[config.mk]
export PLATFORM = sky130hd
export DESIGN_NAME = serial_pad_out
export DESIGN_NICKNAME = d
export VERILOG_FILES = /design/src/rtl/serial_pad_out.sv
export SDC_FILE = /design/constraint.sdc
export NUM_CORES = 1
export LEC_CHECK = 0
export CAP_MARGIN = 20
export CORE_AREA = 2 2 114 144
export CTS_CLUSTER_DIAMETER = 120
export DETAILED_ROUTE_END_ITERATION = 10
export DIE_AREA = 0 0 116 146
export HOLD_SLACK_MARGIN = 0.06
export PLACE_DENSITY_LB_ADDON = 0.08
export SKIP_CTS_REPAIR_TIMING = 1
export SLEW_MARGIN = 30
export SYNTH_ARGS = -nofsm -noshare
export SYNTH_HDL_FRONTEND = slang
export SYNTH_SLANG_ARGS = --single-unit
[constraint.sdc]
create_clock -name system_clock -period 5.49 [get_ports system_clock]
set_input_delay 1.098 -clock system_clock [delete_from_list [all_inputs] [get_ports system_clock]]
set_output_delay 1.098 -clock system_clock [all_outputs]
set_load 0.05 [all_outputs]
[src/rtl/serial_pad_out.sv]
// Serial pad output engine: shifts NUM_PADS button words to a console over latch/clock/data, (S)NES or 3DO framing.
// Optional stall watchdog enabled by defining SERIAL_PAD_OUT_WATCHDOG_EN.
module serial_pad_out #(
  parameter int NUM_PADS    = 2,
  parameter int PAD_BITS    = 16,
  parameter int SYNC_STAGES = 2,
  parameter int WDT_CYCLES  = 65535
) (
  input  logic                         system_clock,
  input  logic                         system_reset_n,
  input  logic                         mode,
  input  logic [NUM_PADS*PAD_BITS-1:0] pad_state,
  input  logic                         pad_valid,
  input  logic                         con_latch,
  input  logic                         con_clk,
  output logic                         con_data,
  output logic                         busy,
  output logic                         frame_done
);

  localparam int TOTAL = NUM_PADS * PAD_BITS;
  localparam int CW    = $clog2(TOTAL);
  localparam logic [CW-1:0] LAST = CW'(TOTAL - 1);

  typedef enum logic [1:0] {IDLE, LOAD, SHIFT, FILL} state_t;

  // Index 0 is the first synchroniser flop, SYNC_STAGES-1 the last, SYNC_STAGES the history flop.
  logic [SYNC_STAGES:0] lat_sync_q, clk_sync_q;
  logic                 lat_rise, lat_fall, clk_rise, clk_fall, clk_act;

  state_t               state_q;
  logic [CW-1:0]        cnt_q;
  logic [TOTAL-1:0]     shift_q, stage_q, shift_d;
  logic                 mode_q, busy_q, frame_done_q;
`ifdef SERIAL_PAD_OUT_WATCHDOG_EN
  localparam int WW = $clog2(WDT_CYCLES + 1);
  logic [WW-1:0]        wdt_q;
`endif

  always_ff @(posedge system_clock or negedge system_reset_n) begin
    if (!system_reset_n) begin
      lat_sync_q <= '0;
      clk_sync_q <= '0;
    end else begin
      lat_sync_q <= {lat_sync_q[SYNC_STAGES-1:0], con_latch};
      clk_sync_q <= {clk_sync_q[SYNC_STAGES-1:0], con_clk};
    end
  end

  assign lat_rise = lat_sync_q[SYNC_STAGES-1] & ~lat_sync_q[SYNC_STAGES];
  assign lat_fall = ~lat_sync_q[SYNC_STAGES-1] & lat_sync_q[SYNC_STAGES];
  assign clk_rise = clk_sync_q[SYNC_STAGES-1] & ~clk_sync_q[SYNC_STAGES];
  assign clk_fall = ~clk_sync_q[SYNC_STAGES-1] & clk_sync_q[SYNC_STAGES];
  // Any latch edge in the same cycle swallows the clock edge.
  assign clk_act  = (mode_q ? clk_fall : clk_rise) & ~lat_rise & ~lat_fall;
  assign shift_d  = {shift_q[TOTAL-2:0], 1'b1};

  always_ff @(posedge system_clock or negedge system_reset_n) begin
    if (!system_reset_n) begin
      state_q      <= IDLE;
      cnt_q        <= '0;
      shift_q      <= '1;
      stage_q      <= '1;
      mode_q       <= 1'b0;
      busy_q       <= 1'b0;
      frame_done_q <= 1'b0;
`ifdef SERIAL_PAD_OUT_WATCHDOG_EN
      wdt_q        <= '0;
`endif
    end else begin
      frame_done_q <= 1'b0;
      if (pad_valid) stage_q <= pad_state;

      if (lat_rise) begin
        if (state_q == IDLE) mode_q <= mode;
        state_q <= LOAD;
        cnt_q   <= '0;
        shift_q <= stage_q;
        busy_q  <= 1'b1;
      end else begin
        case (state_q)
          IDLE: ;
          LOAD: begin
            shift_q <= stage_q;
            cnt_q   <= '0;
            if (lat_fall) state_q <= SHIFT;
          end
          SHIFT: begin
            if (clk_act) begin
              if (cnt_q == LAST) begin
                // Fill value marks end of chain: 1 for (S)NES, 0 for 3DO.
                shift_q      <= {TOTAL{~mode_q}};
                frame_done_q <= 1'b1;
                state_q      <= FILL;
              end else begin
                shift_q <= shift_d;
                cnt_q   <= cnt_q + 1'b1;
              end
            end
          end
          FILL: ;
          default: state_q <= IDLE;
        endcase
      end

`ifdef SERIAL_PAD_OUT_WATCHDOG_EN
      if (lat_rise | lat_fall | clk_rise | clk_fall) begin
        wdt_q <= '0;
      end else if (state_q == LOAD || state_q == SHIFT) begin
        if (wdt_q == WW'(WDT_CYCLES - 1)) begin
          state_q <= IDLE;
          shift_q <= '1;
          cnt_q   <= '0;
          busy_q  <= 1'b0;
          wdt_q   <= '0;
        end else begin
          wdt_q <= wdt_q + 1'b1;
        end
      end else begin
        wdt_q <= '0;
      end
`endif
    end
  end

  assign con_data   = shift_q[TOTAL-1];
  assign busy       = busy_q;
  assign frame_done = frame_done_q;

endmodule
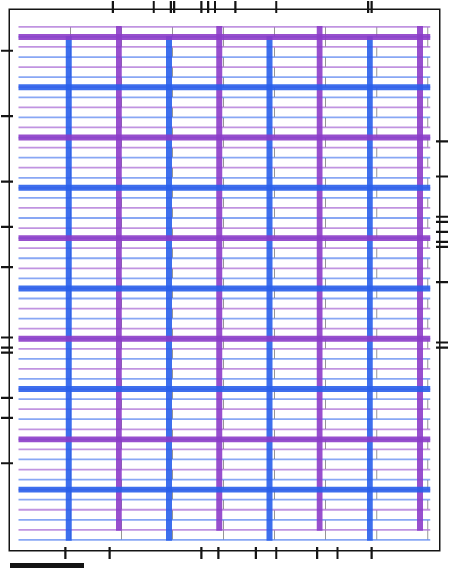
Fig. 1. PDN straps and rails (run 1).
Scale bar: 20 um. Pins as bars on the die edge. Tap cells in grey.
- purple: VDD
- blue: VSS
- met5 straps: 10
- met4 straps: 8

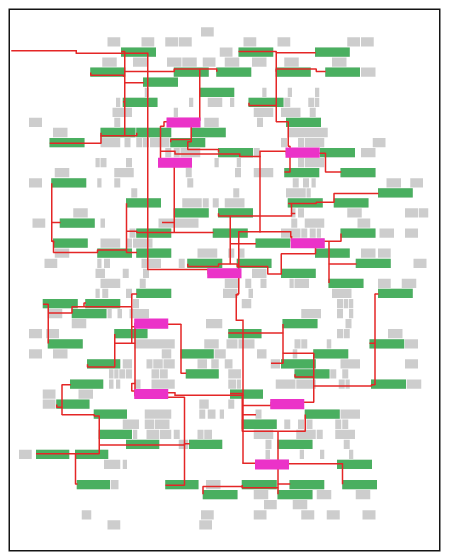
Fig. 2. Clock network drawn from the DEF (run 1).
- green: flip-flops (count 80)
- red: clock wires (length 1,240 um)
- magenta: clock drivers (count 9)
- flops lie: spread over the die

==> flow_metrics.tcl, run 1 <==
# yosys + openroad results
set metrics [dict create \
    status "complete, no violations" \
    grt_max_degree 50 \
    num_antenna_cells 0 \
    synth_flops 80 \
    area_growth_pct 23.1 \
    period_used_pct 53.6 \
    grt_pass1_wl_um 13200 \
    skew_ps 8.41 \
    finalHoldViolations 0 \
    met1Wirelength_um 3730 \
    slew-limit-headroom_pct 41.5 \
    rsz0062_at_grt "no" \
    worst_slew_pin_slew_ps 877 \
    edf_count 0 \
    worst_path_largest_cell_delay_ps 720 \
    cp_slowest_cell "ha_1" \
    ys_seq_share_pct 54.1 \
    reg2reg_slack_ps 2550 \
    cp.arrival_ps 3200 \
    port_buffers 40 \
    drtIter0Drc 67 \
    p_per_area_nw_per_um2 431 \
    netlist_instances 307 \
    total_power_mw 2.04 \
    fp_util_pct 24.9 \
    cp_max_fo 28 \
    worstPathCellList "ha_1 > and3_1 > ha_1 > nand2_1 > mux2_2 > mux2_2" \
    drive_above_1_share_pct 46.1 \
    critPathBufInv 0 \
    vias_per_cell 4.22 \
    first_pass_iters 4 \
    worst_setup_path_start_kind "register" \
    finalSetupTns_ps 0 \
    clkSlewWorstSetupHoldPaths_ps 60 \
    period_minus_slack_ps 2940 \
    hpwlAfterDp_um 4880 \
    num_vias 2350 \
    fill_cells 1628 \
    top_cells_by_area "dfstp_2, mux2_4, mux2_2" \
    setup_viol 0 \
    nets 382 \
    die_w_um 116 \
    cts_buffers 9 \
    ir_drop_mv 0.149 \
    reg2regPathDepth 6 \
    max_cap_violations 0 \
    regToRegStartpoint "cnt_q[0]" \
    max_freq_ghz 0.340 \
    die_area_sq_um 16900 \
    io_pins 41 \
    stdcell_count 557 \
    yosys_cells 307 \
    clock-sinks 80 \
    hold_class "register to register" \
    hp-start "lat_sync_q[0]" \
    gr-total-overflow 0 \
    cts_buffer_depth 2 \
    timing.hold.ws_ps 351 \
    avgSynthCellArea_sq_um 12.5 \
    dr_wl_met2_um 3840 \
    core_sq_um 15400 \
    wl_um 7980 \
    crit_type "register to register" \
    cts-root-buf "clkbuf_16" \
    flop_cell "dfstp_2" \
    antenna_found_initial 0 \
    mostFrequentLayoutCells "dfstp_2, o21ai_0, clkdlybuf4s50_1, mux2_2, nand2_1" \
    rr_endpoint "shift_q[0]" \
    final_common_cell "dfstp_2" \
]
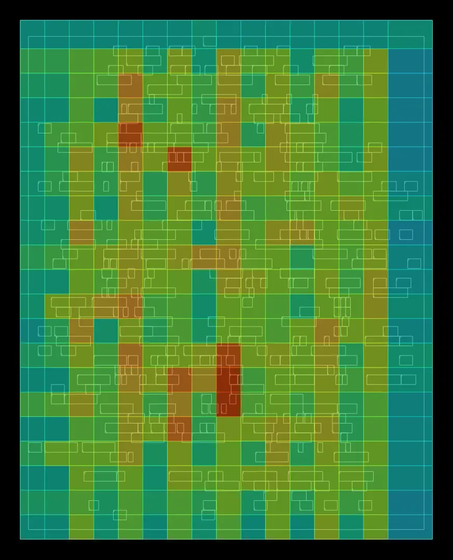
Fig. 3. Routing congestion map (run 1).
Avg WL per Cell: 14.3 um
GR Util met1: 13.0%
met3 Usage GRT: 2.83%
Util after Layout: 30.7%
grt peak-use layer: met2

run 1: cell type report:
class	count	area (sq um)	share of cell area, %
clock buffers	10	229	4.84
clock inverters	6	108	2.27
inverters	5	18.8	0.396
multi-input cells	201	1610	34.0
flip-flops and latches	80	2080	44.0
well taps	212	265	5.60
repair buffers	43	420	8.88
run 1: per-stage QoR:
step                      instance area (sq um)  utilization (%)
after floorplan                            3840                -
after global placement                     4400             28.5
after detailed placement                   4400             28.5
after CTS                                  4730             30.7
after global routing                       4730             30.7
final                                      4730             30.7
run 1: Yosys cell counts (3+ instances only):
cell type	n
o21ai_0	54
buf_12	3
inv_1	4
a21oi_1	12
mux2_4	30
ha_1	4
dfrtp_1	16
clkbuf_1	9
buf_1	5
dfstp_2	64
mux2_2	37
buf_2	4
nand2_1	34
run 1: kinds of logic (layout without fill, tap and decap cells):
logic type               Yosys count  after routing  share of synthesized area (%)
buffers and inverters             26             64                           3.94
flip-flops                        80             80                           54.1
AND-OR/OR-AND                     74             74                           10.9
AND/OR/NAND/NOR                   56             56                           7.19
adder cells (fa/ha/maj)            4              4                           1.30
multiplexers                      67             67                           22.6
run 1: state kept, by name (all words and copies together) (netlist names):
| signal | flops |
|---|---|
| clk_sync_q | 3 |
| frame_done | 1 |
| shift_q | 32 |
| cnt_q | 5 |
| mode_q | 1 |
| stage_q | 32 |
| state_q | 2 |
| lat_sync_q | 3 |
| busy | 1 |
run 1: power by group:
| part | total, mW | switching (mW) | internal [mW] |
|---|---|---|---|
| Sequential | 0.906 | 0.0829 | 0.823 |
| Combinational | 0.452 | 0.183 | 0.269 |
| Clock | 0.685 | 0.242 | 0.443 |
| Total | 2.04 | 0.508 | 1.53 |
## Run 2: what changed since run 1
Clock period 5.49 ns to 2.5 ns, I/O delays scaled along.
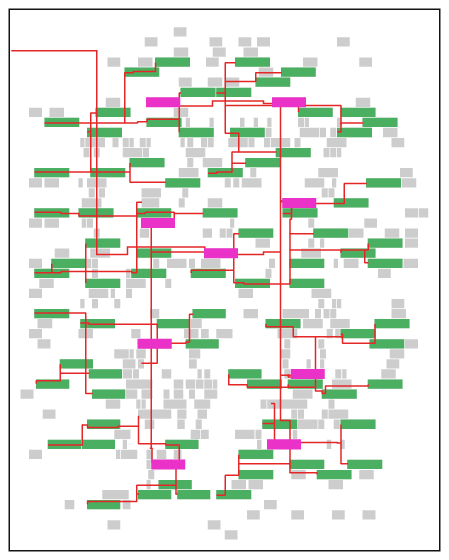
Fig. 4. Clock network drawn from the DEF (run 2).
- green: flip-flops (count 80)
- magenta: clock drivers (count 9)
- red: clock wires (length 1,250 um)
- flops lie: spread over the die
- routed clock nets: 10

==> run 2 against run 1 <==
Cell area up 1.1%. Die area did not move. Via count is 3.1% higher. Total power grew 110%. Wire length grew 1.0%. Final cell count rose by 1.1%. Flip-flop count unchanged. Largest cell class unchanged. Synthesized cell count is the same. Global-route usage is 0.12 points higher. Clock-buffer cell count grew 1. Highest routed layer unchanged. Utilization grew 0.34 points. Setup slack got worse by 2300 ps.
==> flow_metrics.tcl, run 2 <==
# yosys + openroad results
set metrics [dict create \
    netlist_instances 307 \
    xor_share_pct 0 \
    p_per_area_nw_per_um2 911 \
    reg.largest.list "shift_q (32), stage_q (32), cnt_q (5)" \
    synth_flops 80 \
    cts_buffer_depth 2 \
    slew-limit-headroom_pct 64.5 \
    cp.arrival_ps 2520 \
    wl_per_cell_um 14.3 \
    port_buffers 40 \
    ys_seq_share_pct 54.1 \
    period_minus_slack_ps 2290 \
    topCombFamilyByArea "multiplexers" \
    cts_buffers 9 \
    nets 390 \
    hold_class "input pin to async pin" \
    ir_drop_mv 0.238 \
    core_sq_um 15400 \
    cp_max_fo 5 \
    num_vias 2423 \
    placed_cell_area_sq_um 4480 \
    fill_cells 1629 \
    reg2regPathDepth 7 \
    num_antenna_cells 0 \
    cts-root-buf "clkbuf_16" \
    antenna_found_initial 0 \
    cp_slowest_cell "nor3b_1" \
    yosys_cells 307 \
    wl_um 8060 \
    worst_slew_pin_slew_ps 532 \
    die_area_sq_um 16900 \
    max_freq_ghz 0.436 \
    flop_cell "dfstp_2" \
    skew_ps 6.45 \
    drive_above_1_share_pct 47.3 \
    stdcell_count 563 \
    timing.hold.ws_ps 135 \
    setup_ws_ps 207 \
    die_w_um 116 \
    area_growth_pct 24.5 \
    top_cells_by_area "dfstp_2, mux2_4, mux2_2" \
    mux_area_share_pct 22.6 \
    utilization_pct 31.0 \
    synth_top_cell_by_count "dfstp_2" \
    vias_per_cell 4.30 \
    finalHoldViolations 0 \
    setup_viol 0 \
    gr-total-overflow 0 \
    io_pins 41 \
    first_pass_iters 4 \
    simple_gate_share_pct 7.19 \
    crit_type "register to register" \
    status "complete, no violations" \
    mostFrequentLayoutCells "dfstp_2, o21ai_0, clkdlybuf4s50_1, mux2_2, nand2_1" \
    max_cap_violations 0 \
    drtIter0Drc 82 \
    reg2reg_slack_ps 210 \
    clock-sinks 80 \
    total_power_mw 4.36 \
    fin_area_sq_um 4790 \
    period_used_pct 91.7 \
    regToRegStartpoint "cnt_q[0]" \
    rsz0062_at_grt "no" \
    worst_setup_path_start_kind "register" \
    fp_util_pct 24.9 \
    grt_pass1_wl_um 13200 \
    finalSetupTns_ps 0 \
    rr_endpoint "cnt_q[0]" \
    critPathBufInv 0 \
    clkSlewWorstSetupHoldPaths_ps 60 \
    synth.cellmix.compoundShare_pct 10.9 \
]
==> run 2: cell counts after synthesis <==
No cell type changed its count.
==> run 2: area by class of cell <==
type | count | area [sq um] | area share, %
clock buffer | 11 | 264 | 5.51
multi-input combinational | 201 | 1610 | 33.7
inverter | 5 | 18.8 | 0.392
clock inverter | 3 | 40.0 | 0.836
tap | 212 | 265 | 5.54
timing repair buffer | 51 | 505 | 10.6
sequential | 80 | 2080 | 43.5
==> run 2: cell families after synthesis <==
group,after synthesis
adder cells (fa/ha/maj),4
multiplexers,67
AND/OR/NAND/NOR,56
AND-OR/OR-AND,74
buffers and inverters,26
flip-flops,80
==> run 2: routing by layer <==
| layer | wire length [um] | global-route usage, % | vias up |
|---|---|---|---|
| met2 | 3790 | 15.5 | 33 |
| met5 | 0 | 0 | - |
| met1 | 3790 | 13.4 | 1221 |
| met3 | 274 | 2.42 | 11 |
| li1 | - | - | 1158 |
| met4 | 201 | 5.36 | 0 |
==> run 2: power by group <==
group	leakage [nW]	switching (mW)	total (mW)	internal, mW
Combinational	0.950	0.393	1.01	0.615
Clock	0.152	0.517	1.36	0.847
Sequential	0.871	0.180	1.99	1.81
Total	1.97	1.09	4.36	3.27
==> run 2: worst reg2reg max path, stage by stage, from the launching register on <==
cell     delay, ps
dfrtp_1        390
ha_1           240
and3_1         190
ha_1           230
nor3b_1        430
nor3_1         110
or2_2          310
mux2_2         270
==> run 2: worst max-delay path by stage <==
| stage | end |
|---|---|
| floorplan | cnt_q[0] |
| global placement | cnt_q[0] |
| detailed placement | cnt_q[0] |
| CTS | cnt_q[0] |
| global route | cnt_q[0] |
| finish | cnt_q[0] |
## Run 3: what changed since run 2
--- a/constraint.sdc
+++ b/constraint.sdc
@@ -3,2 +3,2 @@
 set_output_delay 0.5 -clock system_clock [all_outputs]
-set_load 0.05 [all_outputs]
+set_load 0.005 [all_outputs]
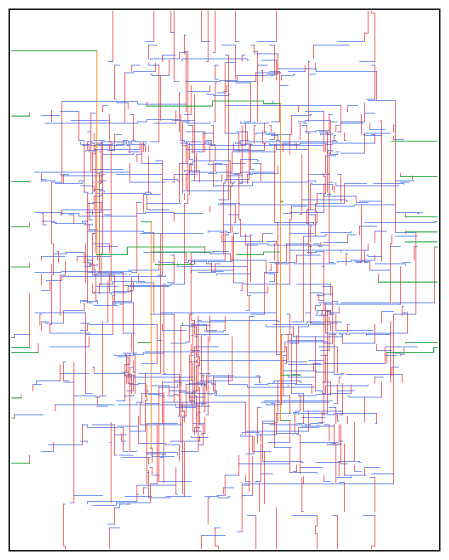
Fig. 5. Signal wires by layer (run 3).
- blue: metal 1 (wire length 3,790 um)
- green: metal 3 (wire length 274 um)
- red: metal 2 (wire length 3,790 um)
- orange: metal 4 (wire length 202 um)

==> run 3 against run 2 <==
Register-to-register slack hardly changed. Wire length stayed put. Synthesized cell count stayed put. First-iteration DRC count stayed put. Synthesized area stayed put. Combinational power hardly changed. Clock-buffer cell count stayed put. Largest cell class unchanged. Cell area stayed put. Highest routed layer unchanged. Clock skew stayed put. Largest power group unchanged. Setup slack stayed put. Critical path depth stayed put. Worst hold slack stayed put.
==> flow_metrics.tcl, run 3 <==
# yosys + openroad results
set metrics [dict create \
    clkSlewWorstSetupHoldPaths_ps 60 \
    port_buffers 40 \
    reg2reg_slack_ps 210 \
    period_minus_slack_ps 2290 \
    reg2regPathDepth 7 \
    cp.arrival_ps 2520 \
    timing.hold.ws_ps 135 \
    yosys_cells 307 \
    regToRegStartpoint "cnt_q[0]" \
    h-tree-depth 3 \
    finalHoldViolations 0 \
    cts_buffers 9 \
    period_used_pct 91.7 \
    stdcell_count 563 \
    first_pass_iters 4 \
    core_sq_um 15400 \
    warnings 27 \
    ys_seq_share_pct 54.1 \
    reg.largest.list "shift_q (32), stage_q (32), cnt_q (5)" \
    nets 390 \
    area_growth_pct 24.5 \
    max_cap_violations 0 \
    ir_drop_mv 0.238 \
    worst_setup_path_start_kind "register" \
    hpwlAfterDp_um 5130 \
    synth_cell_types 38 \
    wl_per_cell_um 14.3 \
    crit_end "cnt_q[0]" \
    total_power_mw 4.33 \
    fp_util_pct 24.9 \
    grt_pass1_wl_um 13200 \
    cp.depth 7 \
    cts-root-buf "clkbuf_16" \
    antenna_found_initial 0 \
    crit_type "register to register" \
    ys_top_cells_by_count "dfstp_2, o21ai_0, mux2_2, nand2_1, mux2_4" \
    skew_ps 6.45 \
    drtIter0Drc 82 \
    async_reset_ff_share_pct 100 \
    gr-total-overflow 0 \
    mostFrequentLayoutCells "dfstp_2, o21ai_0, clkdlybuf4s50_1, mux2_2, nand2_1" \
    rr_endpoint "cnt_q[0]" \
    rows 51 \
    worst_slew_pin_slew_ps 532 \
    cp_slowest_cell "nor3b_1" \
    fill_cells 1629 \
    p_per_area_nw_per_um2 905 \
    synth_top_cell_by_count "dfstp_2" \
    top_cells_by_area "dfstp_2, mux2_4, mux2_2" \
    finalSetupTns_ps 0 \
    die_area_sq_um 16900 \
    hold_class "input pin to async pin" \
    status "complete, no violations" \
    cp_max_fo 5 \
    die_w_um 116 \
    vias_per_cell 4.30 \
    io_pins 41 \
    max_freq_ghz 0.436 \
    wl_um 8060 \
    clk_latency_ps 340 \
    synth_flops 80 \
    total_leakage_power_nw 1.97 \
    rsz0062_at_grt "no" \
    critPathBufInv 0 \
    setup_viol 0 \
    cts_buffer_depth 2 \
    num_antenna_cells 0 \
    flop_cell "dfstp_2" \
    ant_nets 0 \
    netlist_instances 307 \
    clock-sinks 80 \
    slew-limit-headroom_pct 64.5 \
    drive_above_1_share_pct 47.3 \
    cpMostUsedCell "ha_1" \
    num_vias 2423 \
]
-- run 3: cell counts in the layout (fill, tap and decap cells not counted) --
No cell type changed its count.
-- run 3: logic make-up after synthesis --
family          Yosys count  synth area share [%]
fa+ha+maj                 4                  1.30
buf+inv                  26                  3.94
flops                    80                  54.1
mux                      67                  22.6
simple gates             56                  7.19
compound gates           74                  10.9
-- run 3: per-stage QoR --
step / area, sq um / setup WS, ps / util, %
2_1_floorplan: 3840 / 304 / -
3_3_place_gp: 4480 / 288 / 29.0
3_5_place_dp: 4480 / 252 / 29.0
4_1_cts: 4790 / 215 / 31.0
5_1_grt: 4790 / 130 / 31.0
6_report: 4790 / 207 / 31.0
-- run 3: area by class of cell --
type	count	area [sq um]	share of cell area, %
tap	212	265	5.54
inverter	5	18.8	0.392
clock buffer	11	264	5.51
clock inverter	3	40.0	0.836
multi-input combinational	201	1610	33.7
timing repair buffer	51	505	10.6
sequential	80	2080	43.5
-- run 3: worst min-delay path by stage --
stage,startpoint,end
4_1_cts,system_reset_n,lat_sync_q[0]
2_1_floorplan,system_reset_n,busy
3_3_place_gp,lat_sync_q[0],lat_sync_q[1]
3_5_place_dp,lat_sync_q[0],lat_sync_q[1]
6_report,system_reset_n,lat_sync_q[0]
5_1_grt,system_reset_n,clk_sync_q[1]
-- run 3: per-layer routing --
metal	routed length (um)	GRT usage, %
met3	274	2.42
met4	201	5.36
met1	3790	13.4
met2	3790	15.5
met5	0	0
-- run 3: report_power, final --
group | internal, mW | switching (mW) | total, mW | leakage, nW
clock network | 0.847 | 0.517 | 1.36 | 0.152
registers | 1.81 | 0.180 | 1.99 | 0.871
logic | 0.615 | 0.367 | 0.982 | 0.950

==> gallery <==
Placement by cell class.
Scale bar: 20 um.
(a)
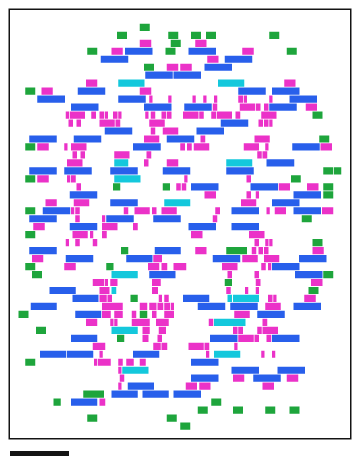
(b)
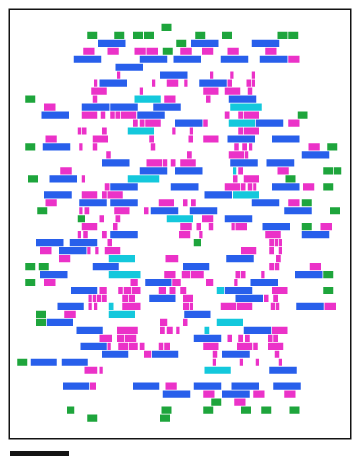
(a) is run 3.
(b) is run 1.

Key to (a):
- green: remaining buffers and delay cells (cells 51)
- cyan: clock drivers and dummy loads (cells 14)
- blue: sequential cells (cells 80)
- magenta: combinational and other logic (cells 206)

Power figures rest on the tool's default switching activity, not on a simulated workload.
